$ cat config.mk
export PLATFORM = sky130hd
export DESIGN_NAME = response_bus_arbiter
export DESIGN_NICKNAME = d
export VERILOG_FILES = /design/src/rtl/response_bus_arbiter_pkg.sv /design/src/rtl/response_bus_arbiter_rr_select.sv /design/src/rtl/response_bus_arbiter.sv
export SDC_FILE = /design/constraint.sdc
export NUM_CORES = 1
export LEC_CHECK = 0
export ABC_AREA = 1
export CORE_AREA = 2 2 277 279
export DETAILED_ROUTE_END_ITERATION = 6
export DIE_AREA = 0 0 279 281
export HOLD_SLACK_MARGIN = 0.15
export PLACE_DENSITY = 0.37
export REMOVE_ABC_BUFFERS = 1
export SKIP_LAST_GASP = 1
export SYNTH_ARGS = -nofsm -noshare
export SYNTH_HDL_FRONTEND = slang
export SYNTH_SLANG_ARGS = --single-unit
$ cat constraint.sdc
create_clock -name clock -period 2.9 [get_ports clock]
set_clock_uncertainty 0.1 [all_clocks]
set_input_delay 0.29 -clock clock [delete_from_list [all_inputs] [get_ports clock]]
set_output_delay 0.29 -clock clock [all_outputs]
set_load 0.05 [all_outputs]
$ cat src/rtl/response_bus_arbiter_pkg.sv
// Shared types and widths for the response-bus arbiter and its round-robin picker.
// Both arbiter flavours (request and response bus) import this package.
package response_bus_arbiter_pkg;

   localparam int TAG_WIDTH = 8;

   typedef enum logic [1:0] {
      ARB    = 2'd0,
      GRANT  = 2'd1,
      TENURE = 2'd2
   } resp_arb_state_e;

endpackage

$ cat src/rtl/response_bus_arbiter_rr_select.sv
// Combinational round-robin picker: first set request at or after ptr, wrapping.
// Returns one-hot winner, its index and whether anything was requesting.
module rr_select #(
   parameter int N  = 4,
   parameter int IW = $clog2(N)
) (
   input  logic [N-1:0]  req,
   input  logic [IW-1:0] ptr,
   output logic [N-1:0]  gnt_oh,
   output logic [IW-1:0] gnt_idx,
   output logic          any
);

   logic [N-1:0][IW-1:0] cand;

   // cand[k] is the k-th source in search order starting from ptr
   for (genvar k = 0; k < N; k++) begin : g_cand
      assign cand[k] = IW'((int'(ptr) + k) % N);
   end

   always_comb begin
      gnt_oh  = '0;
      gnt_idx = '0;
      any     = 1'b0;
      for (int k = 0; k < N; k++) begin
         if (!any && req[cand[k]]) begin
            any             = 1'b1;
            gnt_idx         = cand[k];
            gnt_oh[cand[k]] = 1'b1;
         end
      end
   end

endmodule

$ cat src/rtl/response_bus_arbiter.sv
// Response-bus arbiter: round-robin tenure grants, OR-merge of source outputs,
// and sticky protocol-violation flags for multiple or non-owner drivers.
module response_bus_arbiter
   import response_bus_arbiter_pkg::*;
#(
   parameter int NUM_SOURCES = 4,
   parameter int DATA_W      = 128,
   parameter int TAG_W       = TAG_WIDTH,
   parameter int OW          = $clog2(NUM_SOURCES)
) (
   input  logic                          clock,
   input  logic                          reset,
   input  logic [NUM_SOURCES-1:0]        src_breq,
   input  logic [NUM_SOURCES-1:0]        src_bhold,
   output logic [NUM_SOURCES-1:0]        src_bgnt,
   input  logic [NUM_SOURCES*DATA_W-1:0] src_data,
   input  logic [NUM_SOURCES*TAG_W-1:0]  src_tag,
   input  logic [NUM_SOURCES-1:0]        src_oe,
   output logic [DATA_W-1:0]             bus_data,
   output logic [TAG_W-1:0]              bus_tag,
   output logic                          bus_valid,
   output logic [OW-1:0]                 bus_owner,
   output logic                          err_collision,
   output logic                          err_unowned
);

   resp_arb_state_e        state_q, state_d;
   logic [OW-1:0]          rr_ptr_q, rr_ptr_d;
   logic [OW-1:0]          owner_q, owner_d;
   logic [NUM_SOURCES-1:0] bgnt_q, bgnt_d;
   logic                   err_col_q, err_col_d;
   logic                   err_un_q, err_un_d;

   logic [NUM_SOURCES-1:0] win_oh;
   logic [OW-1:0]          win_idx;
   logic                   win_any;

   logic [NUM_SOURCES-1:0][DATA_W-1:0] data_arr;
   logic [NUM_SOURCES-1:0][TAG_W-1:0]  tag_arr;
   logic [NUM_SOURCES-1:0]             owner_oh;
   logic [NUM_SOURCES-1:0]             legal_oe;
   logic                               multi_oe;
   logic                               stray_oe;

   rr_select #(
      .N  (NUM_SOURCES),
      .IW (OW)
   ) u_rr_select (
      .req     (src_breq),
      .ptr     (rr_ptr_q),
      .gnt_oh  (win_oh),
      .gnt_idx (win_idx),
      .any     (win_any)
   );

   for (genvar i = 0; i < NUM_SOURCES; i++) begin : g_unflat
      assign data_arr[i] = src_data[i*DATA_W +: DATA_W];
      assign tag_arr[i]  = src_tag[i*TAG_W +: TAG_W];
   end

   always_comb begin
      bus_data = '0;
      bus_tag  = '0;
      for (int i = 0; i < NUM_SOURCES; i++) begin
         if (src_oe[i]) begin
            bus_data = bus_data | data_arr[i];
            bus_tag  = bus_tag | tag_arr[i];
         end
      end
   end

   assign bus_valid = |src_oe;

   // x & (x-1) clears the lowest set bit; anything left means two or more drivers
   assign multi_oe = |(src_oe & (src_oe - NUM_SOURCES'(1)));
   assign owner_oh = NUM_SOURCES'(1) << owner_q;
   assign legal_oe = (state_q == TENURE) ? owner_oh : '0;
   assign stray_oe = |(src_oe & ~legal_oe);

   always_ff @(posedge clock or posedge reset) begin
      if (reset) begin
         state_q   <= ARB;
         rr_ptr_q  <= '0;
         owner_q   <= '0;
         bgnt_q    <= '0;
         err_col_q <= 1'b0;
         err_un_q  <= 1'b0;
      end else begin
         state_q   <= state_d;
         rr_ptr_q  <= rr_ptr_d;
         owner_q   <= owner_d;
         bgnt_q    <= bgnt_d;
         err_col_q <= err_col_d;
         err_un_q  <= err_un_d;
      end
   end

   always_comb begin
      state_d = state_q;
      case (state_q)
         ARB:     if (win_any) state_d = GRANT;
         GRANT:   state_d = TENURE;
         TENURE:  if (!src_bhold[owner_q]) state_d = ARB;
         default: state_d = ARB;
      endcase
   end

   // Arbitration only happens in ARB, so the owner's still-high breq during GRANT is ignored
   always_comb begin
      bgnt_d    = '0;
      owner_d   = owner_q;
      rr_ptr_d  = rr_ptr_q;
      err_col_d = err_col_q | multi_oe;
      err_un_d  = err_un_q | stray_oe;
      if (state_q == ARB && win_any) begin
         bgnt_d   = win_oh;
         owner_d  = win_idx;
         rr_ptr_d = (win_idx == OW'(NUM_SOURCES - 1)) ? '0 : win_idx + OW'(1);
      end
   end

   assign src_bgnt      = bgnt_q;
   assign bus_owner     = owner_q;
   assign err_collision = err_col_q;
   assign err_unowned   = err_un_q;

endmodule
==> tab_implementation.tex <==
% Generated from flow reports
\begin{tabular}{lr}
\hline
Metric & Value \\
\hline
\multicolumn{2}{l}{\textbf{Layout}} \\
Sequential cell area & between 300 and 400 um\^{}2 \\
Area growth syn-to-layout & 192\% \\
Final Util & 16.3\% \\
Fraction of final layout cells sized beyond drive strength 1 & 8.82\% \\
Top logic cells by instance count in the layout & clkdlybuf4s50\_1, nand2\_1, nand4\_1 \\
Filler Cells Inserted & 8696 \\
Most frequently placed logic cell in the final layout & clkdlybuf4s50\_1 \\
Comb. cell area & $\sim$3600 um\^{}2 \\
Post-route non-filler standard cell count & roughly 2500 \\
Number of nets in the layout & approximately 2100 \\
Final non-filler cell area & approximately 12000 um\^{}2 \\
\multicolumn{2}{l}{\textbf{Flow run}} \\
Maximum Capacitance Violations & 0 \\
Number of warnings in the stage logs & 32 \\
\multicolumn{2}{l}{\textbf{Power}} \\
Total design power & between 4000 and 5000 uW \\
Pwr per Cell Area & 329 nW/um\^{}2 \\
LEAKAGE & about 0.005 uW \\
Max VDD drop & 0.252 mV \\
\multicolumn{2}{l}{\textbf{Place}} \\
Final weighted congestion in routability-driven placement & about 0.85 \\
Area after DPL & roughly 12000 um\^{}2 \\
Quantity of I/O buffers inserted on ports & between 700 and 800 \\
Estimated wirelength of the detail-placed design & 41500 um \\
Pre-CTS WS & 375 ps \\
Cell total after placement & between 2000 and 3000 \\
\multicolumn{2}{l}{\textbf{Floorplanning}} \\
Die span in y & approximately 280 um \\
Fp\_density & around 5.6\% \\
Area of the die & around 78000 um\^{}2 \\
Ports & $\sim$700 \\
Core Area & approximately 75000 um\^{}2 \\
Number of rows in the core area & between 100 and 150 \\
Chip Width & about 280 um \\
\multicolumn{2}{l}{\textbf{Worst setup path}} \\
R2r worst-path depth & 11 \\
Register-to-register path setup slack & 340 ps \\
Highest fanout seen on the critical path & 12 \\
Classification of the worst setup path & reg2reg \\
Startpoint class of the critical path & flop \\
Critical Path RT & just under 3000 ps \\
FF-to-FF End & rr\_ptr\_q[1] \\
Critical Path Source & rr\_ptr\_q[1] \\
Kind of end point of the critical path & flop \\
R2R Path Start & rr\_ptr\_q[1] \\
Worst path arrival time & 2580 ps \\
\multicolumn{2}{l}{\textbf{Synthesis}} \\
Dominant cell area share & 51.0\% \\
Top cells by instance count after synthesis & nand2\_1, nand4\_1, clkbuf\_1 \\
Post-synthesis instance area & around 4200 um\^{}2 \\
Chip area line of the yosys report & between 4000 and 5000 um\^{}2 \\
Number of flops mapped to enable cells by yosys & 0 \\
Most frequently used cell type in the post-synthesis netlist & nand2\_1 \\
Cell count after synthesis & approximately 890 \\
Main synth FF type & dfrtp\_1 \\
Share of synthesized registers carrying an async set or reset & 100\% \\
Unique masters post-synth & 29 \\
Yosys stat cell total & slightly below 900 \\
Syn\_area\_per\_cell & between 4 and 5 um\^{}2 \\
Cells taking the most area after synthesis & nand2\_1, nand4\_1, dfrtp\_1 \\
Register area share after synthesis & under 10\% \\
Largest area contributor in the synthesized netlist & nand2\_1 \\
\#FFs+latches synth & 12 \\
Count of yosys warnings during synthesis & 0 \\
\multicolumn{2}{l}{\textbf{Route}} \\
Post-route antenna net violation count & 0 \\
First-pass DRT Iterations & 5 \\
DRC violation total after the first TritonRoute iteration & $\sim$470 \\
DRC & 0 \\
Detailed-route vias per instance & between 3 and 4 \\
\multicolumn{2}{l}{\textbf{Clock network}} \\
TritonCTS clock tree & done \\
Count of clock tree sinks & 12 \\
Insertion Delay late pin & between 200 and 250 ps \\
Clock slew seen by the registers of the worst setup and hold paths & roughly 50 ps \\
Number of clock buffers inserted by TritonCTS & 3 \\
Post-CTS Setup Repair Bufs & 0 \\
Root Driver & clkbuf\_16 \\
Buffers from clock root to sink, at most & 2 \\
Hold bufs inserted after CTS & 0 \\
Post-CTS Resized & 0 \\
H-Tree Level Count & 1 \\
\multicolumn{2}{l}{\textbf{STA}} \\
Final-layout worst hold slack & roughly 280 ps \\
Hold Vio Cnt, Final & 0 \\
Setup TNS & 0 ps \\
Post-layout minimum cycle time & $\sim$2600 ps \\
Final number of setup-violating endpoints & 0 \\
Top achievable clock speed & roughly 0.39 GHz \\
Post-layout period usage & between 80\% and 90\% \\
RSZ-0062 raised after global routing & no \\
Final Slew Violations & 0 \\
Tightest Pin Transition & between 700 and 800 ps \\
Worst setup margin & 341 ps \\
Worst slew margin relative to its limit & 50.4\% \\
\multicolumn{2}{l}{\textbf{Global routing}} \\
Global-route wire length before repair & 64600 um \\
Total grt overflow & 0 \\
Initial antenna violation count & 24 \\
Largest net degree at the start of global routing & just over 80 \\
Total Routing Usage GR & a little under an eighth \\
Number of global-route vias before repair & around 9000 \\
\multicolumn{2}{l}{\textbf{Outcome}} \\
Run status & finished, final reports clean \\
\multicolumn{2}{l}{\textbf{Worst hold path}} \\
Type of the tightest min-delay check & in2async \\
\hline
\end{tabular}
## registers in the layout (all words and copies together), names as in the netlist
| name | flops |
|---|---|
| err_unowned | 1 |
| rr_ptr_q | 2 |
| src_bgnt | 4 |
| state_q | 2 |
| bus_owner | 2 |
| err_collision | 1 |
## kinds of logic (layout without fill, tap and decap cells)
group,after synthesis,in the layout,synth area share (%)
compound gates,16,16,2.52
simple gates,763,763,79.2
other cells,0,9,0
fa+ha+maj,9,9,2.67
buf+inv,87,742,8.46
flops,12,12,7.13
## cell type report
class | instances | area share, %
clock buffer | 4 | 0.722
tap | 978 | 9.95
timing repair buffer | 716 | 57.0
multi-input combinational | 788 | 28.9
inverter | 22 | 0.753
antenna | 9 | 0.183
sequential | 12 | 2.44
## layer usage
| layer | share of wire, % | GRT usage, % |
|---|---|---|
| met3 | 11 | 4.77 |
| met5 | 0.21 | 0 |
| met2 | 47 | 19.7 |
| met4 | 3.3 | 3.56 |
| met1 | 38 | 12.4 |
## worst max-delay path by stage
stage	endpoint	slack [ps]
2_1_floorplan	rr_ptr_q[1]	570
3_3_place_gp	rr_ptr_q[1]	400
3_5_place_dp	rr_ptr_q[1]	380
4_1_cts	rr_ptr_q[1]	350
5_1_grt	rr_ptr_q[1]	140
6_report	rr_ptr_q[1]	340
## worst max-delay path: stages, from the launching register on
cell     delay [ps]
dfrtp_1         510
inv_2           170
ha_1            400
inv_1            90
nand2_1          90
nand2_2          70
nor2_4          250
nand4_1         160
and2_1          200
ha_1            270
nand2_1          60
o21ai_1          60
## power by group
part,switching (uW),internal (uW),total (uW),leakage [uW]
clock,74.5,208,283,0.0000442
combinational,2020,1420,3440,0.00482
sequential,82.1,236,318,0.000145
**Congestion heat map**

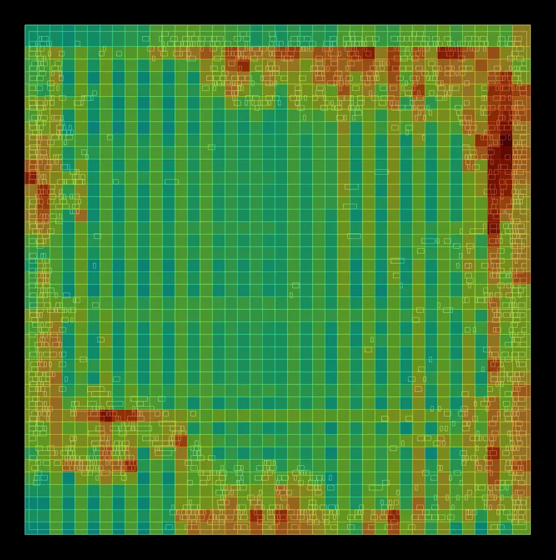
GR Layer Usage met1: 12.4%
per-cell routed wire length: 19.2 um
fraction of met2 tracks used by global routing: 19.7%
met3 capacity usage during global routing: 4.77%
highest-utilization routing layer at the global route stage: met2

**Wires at chosen ports, followed through buffers**

Bar = 100 um.
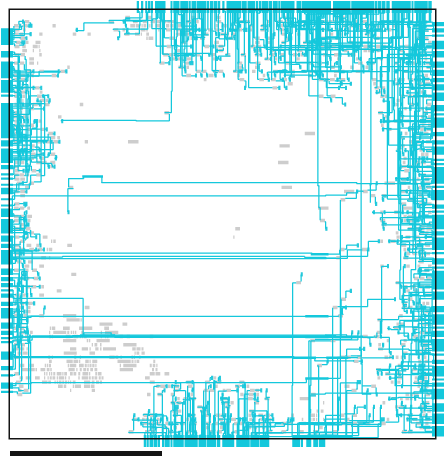
legend:
  cyan:
    port: `src_data`
    bits: 512
    direction: input
    edge: 161 top, 144 right, 121 left, 86 bottom
    end_cells: 512
    buffers: 512
    wire: 22.2 mm

**Sequential cells grouped by signal name**

Bar = 100 um. Other sequential cells in the stronger grey, the rest of the logic in the fainter grey.
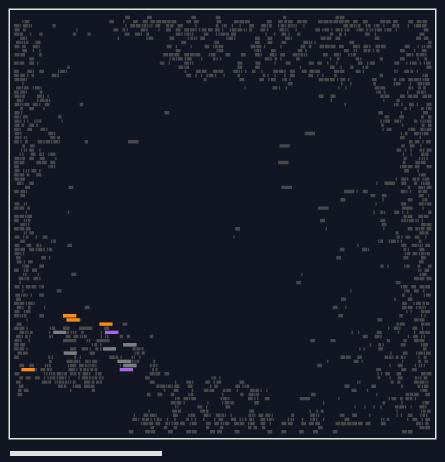
legend:
  purple:
    name_in_the_netlist: `bus_owner`
    flops: 2
  orange:
    name_in_the_netlist: `src_bgnt`
    flops: 4
    where: bottom left
not coloured: 6

**M1 wires**

Bar = 100 um. Supply wires on this layer in grey. Cells faint in the background.
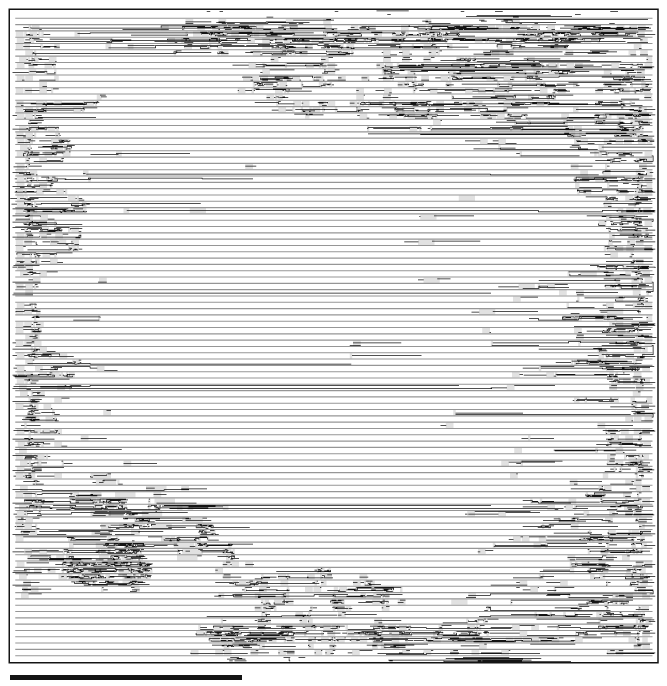
wire length on this layer: 18300 um
share of all routed wire: 38%
main direction: horizontal
Routed WL: 48600 um
total number of vias: 8827

Power is estimated from default activity; no workload was simulated.
